Figure 1. Clock nets (run 1).
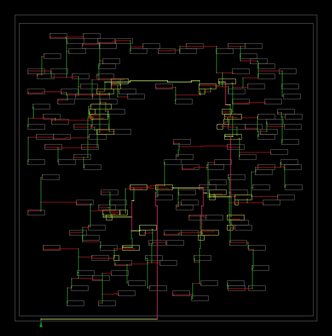
Figure 2. Pin placement (run 1).
Bar = 50 um. Pins as bars across the die edge, other pins in grey.
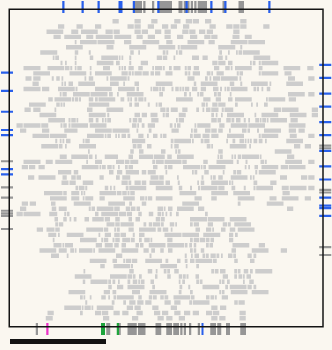
Figure 3. Close-up of the layout (run 1).
Bar = 5 um. Region (72, 105) to (92, 125) um. Cells in grey, sequential cells in the stronger grey; small squares are vias.
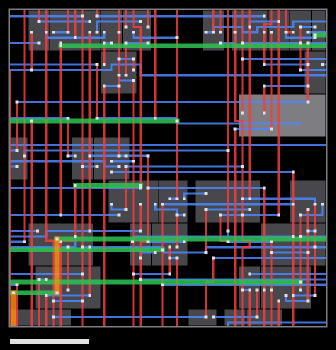
==> config.mk <==
export PLATFORM = sky130hd
export DESIGN_NAME = byte_packer_v1
export DESIGN_NICKNAME = d
export VERILOG_FILES = /design/src/rtl/lz4_pkg.sv /design/src/rtl/byte_insert_64.sv /design/src/rtl/byte_packer_v1.sv
export SDC_FILE = /design/constraint.sdc
export NUM_CORES = 1
export LEC_CHECK = 0
export CORE_AREA = 2 2 161 163
export CTS_CLUSTER_SIZE = 8
export DETAILED_ROUTE_END_ITERATION = 6
export DIE_AREA = 0 0 163 165
export HOLD_SLACK_MARGIN = 0.08
export PLACE_DENSITY = 0.49
export SETUP_SLACK_MARGIN = 0.02
export SLEW_MARGIN = 20
export SYNTH_ARGS = -nofsm -noshare
export SYNTH_HDL_FRONTEND = slang
export SYNTH_SLANG_ARGS = --single-unit
==> constraint.sdc <==
create_clock -name clk -period 3.1 [get_ports clk]
set_clock_uncertainty 0.15 [all_clocks]
set_input_delay 0.62 -clock clk [delete_from_list [all_inputs] [get_ports clk]]
set_output_delay 0.62 -clock clk [all_outputs]
set_load 0.02 [all_outputs]
==> results.toml, run 1 <==
# synthesis and place-and-route metrics
[global_route]
first_global_vias = 6558
grt-ovfl-total = 0

[worst_setup_path]
cp.required_ns = 2.33
crit_chain = "inv_1 -> ha_1 -> and2b_1 -> nand3_4 -> inv_1 -> clkdlybuf4s50_1"
crit_family = "buffers and inverters"
critPathMostFrequentCell = "inv_1"
worstRegToRegCells = 8
critPathBufInv = 3
rrSetupSlack_ns = 0.21
critPathArrivalTime_ns = 2.19

[sta]
hold_violations = 0
finalClockPeriodUsage_pct = 95.4
worstMarginPinSlew_ns = 0.893
period_needed_ns = 2.96
rsz0062_at_grt = "no"
slew_viol_final = 0
tns_ns = 0

[finish]
largest_reg_flops = 64
layout.cells.non_filler = 1284
largest_cell_class = "logic gates"
logic_gates = 605
inverters_excl_clock = 13
sh_comb_area_pct = 39.0
nNonClkBuffers = 163
postLayoutCoreUtil_pct = 40.3
diodes = 0
final_area_mm2 = 0.0101

[yosys]
ys.flop_type = "dfrtp_1"
synthTopCellsByArea = "dfrtp_1 46%, nand2_1 8.4%, mux2_2 8.2%"
yosysWarningCount = 0
ys_area_mm2 = 0.00769
ys_seq_elements = 141
synth-async-reset-ratio_pct = 100
ys_cells = 810
synth_seq_share_pct = 45.9

[drt]
via_per_inst = 5.24
drt-initial-drc-count = 477
drc = 0

[power]
peakVddDrop_v = 0.000350

[floorplanning]
die-area_mm2 = 0.0269
die_w_um = 163

[cts]
cts-resized-gates = 0
clock_latency_ns = 0.43
cts.htree.levels = 4
post_cts_buffers = 0

[place]
gp_congestion = 0.847
numPlacedInstances = 1251

[outcome]
status = "finished clean"

[worst_hold_path]
min_path_type = "reg -> reg"

[flow_run]
maxCapViolCount = 0
## Picture notes: Figure 1
Sink Count: 141
total CTS buffers: 17
clk pwr: 2.06 mW

## Picture notes: Figure 2
| colour | port | pins | direction | edge |
|---|---|---|---|---|
| blue | fifo_wdata | 32 | output | 13 right, 11 top, 7 left, 1 bottom |
| magenta | rstN | 1 | input | bottom |
| green | last_nbytes | 3 | output | bottom |
DIE HEIGHT: 165 um
PortBufs: 112

## Picture notes: Figure 3
| colour | layer |
|---|---|
| orange | metal 4 |
| green | metal 3 |
| blue | metal 1 |
| red | metal 2 |
most frequent: nand2_1 (9), mux2_2 (4), o22ai_1 (3)
cells with their middle in the window: 25
sequential cells in the window: 1

==> run 1: kinds of logic after synthesis <==
group                      synth area share (%)
and+or+nand+nor                            19.6
AOI/OAI and AO/OA                          17.8
DFF                                        45.9
buffers and inverters                      3.47
muxes                                      8.85
adders and majority gates                  3.29
xor gates and xnor gates                   1.12
==> run 1: what timing repair did <==
item,in CTS,in global routing
hold endpoints to repair,48,0
hold buffers,1,0
setup endpoints to repair,0,0
==> run 1: report_power, final <==
group	internal, mW	leakage, nW	switching (mW)	total (mW)
Sequential	1.85	1.97	0.00925	1.86
Combinational	0.162	1.79	0.249	0.411
Clock	1.17	0.283	0.889	2.06
==> run 1: layout by cell type (no fill, tap or decap), drive strengths merged, types with 3 or more instances in the layout <==
| cell type | n |
|---|---|
| nand2 | 173 |
| dfrtp | 141 |
| clkdlybuf4s50 | 111 |
| mux2 | 56 |
| a21oi | 54 |
| buf | 51 |
| a31oi | 40 |
| o21ai | 33 |
| a22oi | 32 |
| nor2 | 29 |
| clkbuf | 19 |
| inv | 18 |
| nor4 | 18 |
| ha | 17 |
| nand3 | 15 |
| or3 | 10 |
| or4 | 9 |
| nand4 | 9 |
| nor3 | 9 |
| o22ai | 8 |
| o31ai | 8 |
| o2bb2ai | 8 |
| xnor2 | 8 |
| a22o | 7 |
| a221oi | 7 |
| and2 | 7 |
| nand4b | 6 |
| mux2i | 5 |
| clkinv | 5 |
| and3 | 4 |
| a21o | 3 |
| or2 | 3 |
| o21a | 3 |
==> run 1: routing by layer <==
metal  GRT usage (%)  share of wire (%)
met1            26.2                 49
met2            28.3                 46
met3            2.99                3.6
met4            5.43                1.5
met5               0                  0
--- run 2 (diff from run 1) ---
--- a/config.mk
+++ b/config.mk
@@ -5,12 +5,12 @@
 export SDC_FILE = /design/constraint.sdc
 export NUM_CORES = 1
 export LEC_CHECK = 0
-export CORE_AREA = 2 2 161 163
+export CORE_AREA = 2 2 122 124
 export CTS_CLUSTER_SIZE = 8
 export DETAILED_ROUTE_END_ITERATION = 6
-export DIE_AREA = 0 0 163 165
+export DIE_AREA = 0 0 124 126
 export HOLD_SLACK_MARGIN = 0.08
-export PLACE_DENSITY = 0.49
+export PLACE_DENSITY = 0.78
 export SETUP_SLACK_MARGIN = 0.02
 export SLEW_MARGIN = 20
 export SYNTH_ARGS = -nofsm -noshare
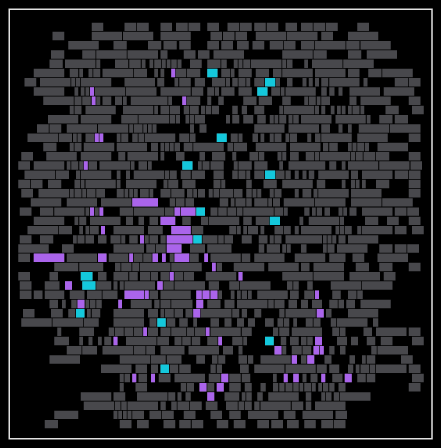
Figure 4: run 2, logic cells by family.
| colour | family | cells |
|---|---|---|
| cyan | AND-OR and OR-AND gates | 15 |
| purple | NOR gates | 61 |
most frequent logic cell in the layout: nand2_1
final cell count without fillers: 1129
Comb/total area: 40.0%

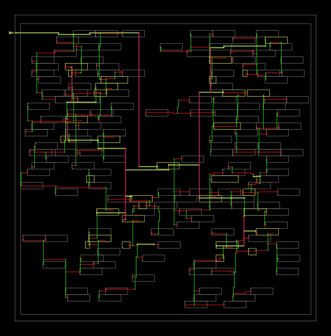
Figure 5: run 2, clock nets.
Clock Buffer Count: 20
registers: 141
clk ins delay skew pair: 0.42 ns
clk pwr: 2.11 mW

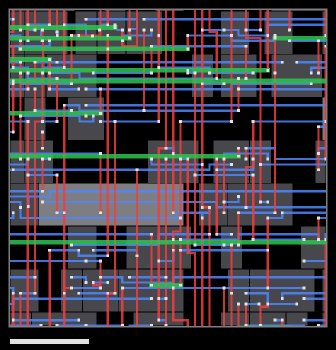
Figure 6: run 2, close-up of the layout.
Bar = 5 um. Region (52, 78) to (72, 98) um. Cells in grey, sequential cells in the stronger grey; small squares are vias.
| colour | layer |
|---|---|
| green | metal 3 |
| red | metal 2 |
| blue | metal 1 |
cells with their middle in the window: 32
sequential cells in the window: 1
most frequent: nand2_1 (9), o21ai_0 (5)

==> run 2 against run 1 <==
Against the previous run: fmax is 0.34% higher; combinational power is 6.3% lower; sequential share of layout area is 0.93 points higher; critical path depth stayed put; die area is 42% lower; clock-buffer cell count is 1 higher; sequential power hardly changed; critical endpoint unchanged; register-to-register slack better by 0.11 ns; total power is 0.68% higher.
==> results.toml, run 2 <==
# synthesis and place-and-route metrics
[outcome]
status = "finished clean"

[worst_setup_path]
critPathMostFrequentCell = "inv_1"
critPathBufInv = 3
rrSetupSlack_ns = 0.32

[drt]
via_per_inst = 6.08
drc = 0

[sta]
worstMarginPinSlew_ns = 0.915
tns_ns = 0
finalClockPeriodUsage_pct = 95.1
hold_violations = 0

[global_route]
first_global_vias = 6528

[yosys]
ys_area_mm2 = 0.00769

[cts]
cts.htree.levels = 4
hold_buffers = 0

[finish]
largest_reg_flops = 64
final_area_mm2 = 0.00982
most-common-layout-cells = "172 x nand2_1, 141 x dfrtp_1, 111 x clkdlybuf4s50_1"
diodes = 0

[floorplanning]
die_h_um = 126

[worst_hold_path]
min_path_type = "in -> async"

[flow_run]
maxCapViolCount = 0
[run 2: cells by family after synthesis]
| logic type | Yosys count | synth area share (%) |
|---|---|---|
| buffers and inverters | 64 | 3.47 |
| DFF | 141 | 45.9 |
| and+or+nand+nor | 303 | 19.6 |
| xor gates and xnor gates | 9 | 1.12 |
| adders and majority gates | 19 | 3.29 |
| AOI/OAI and AO/OA | 213 | 17.8 |
| muxes | 61 | 8.85 |
[run 2: power by group]
part | internal [mW] | switching [mW]
registers | 1.85 | 0.00978
logic | 0.150 | 0.234
clock network | 1.31 | 0.797
total | 3.31 | 1.04
[run 2: layout make-up]
type                    instances  share of cell area, %
repair buffers                154                   15.0
clock inverters                12                   1.59
multi-input cells             605                   40.0
clock buffers                  20                   4.65
well taps                     184                   2.34
flip-flops and latches        141                   35.9
inverters                      13                  0.497
[run 2: metrics by stage]
| step | utilization [%] | std cells | hold WS [ns] |
|---|---|---|---|
| finish | 68.6 | 1129 | 0.149 |
| global route | 68.6 | 1129 | 0.223 |
| CTS | 68.6 | 1129 | 0.197 |
| detailed placement | 64.4 | 1097 | 0.336 |
| global placement | 64.3 | 1097 | 0.339 |
| floorplan | - | 810 | 0.174 |
[run 2: routing by layer]
metal  vias up  GRT usage [%]  part of all wire (%)
met2       303           41.0                    46
met4         0           8.33                   1.6
met3        36           6.20                   8.3
met1      3327           40.1                    44
li1       3201              -                     -
met5         -              0                     0
[run 2: worst register-to-register path: stages (launching register included)]
cell,delay [ns]
dfrtp_1,0.39
inv_1,0.11
ha_1,0.35
nor4bb_4,0.39
xnor2_2,0.18
buf_4,0.18
inv_1,0.05
buf_4,0.16
nor4_4,0.24
buf_4,0.23
nand2_1,0.09
a31oi_1,0.18
Power and IR drop assume default switching activity.
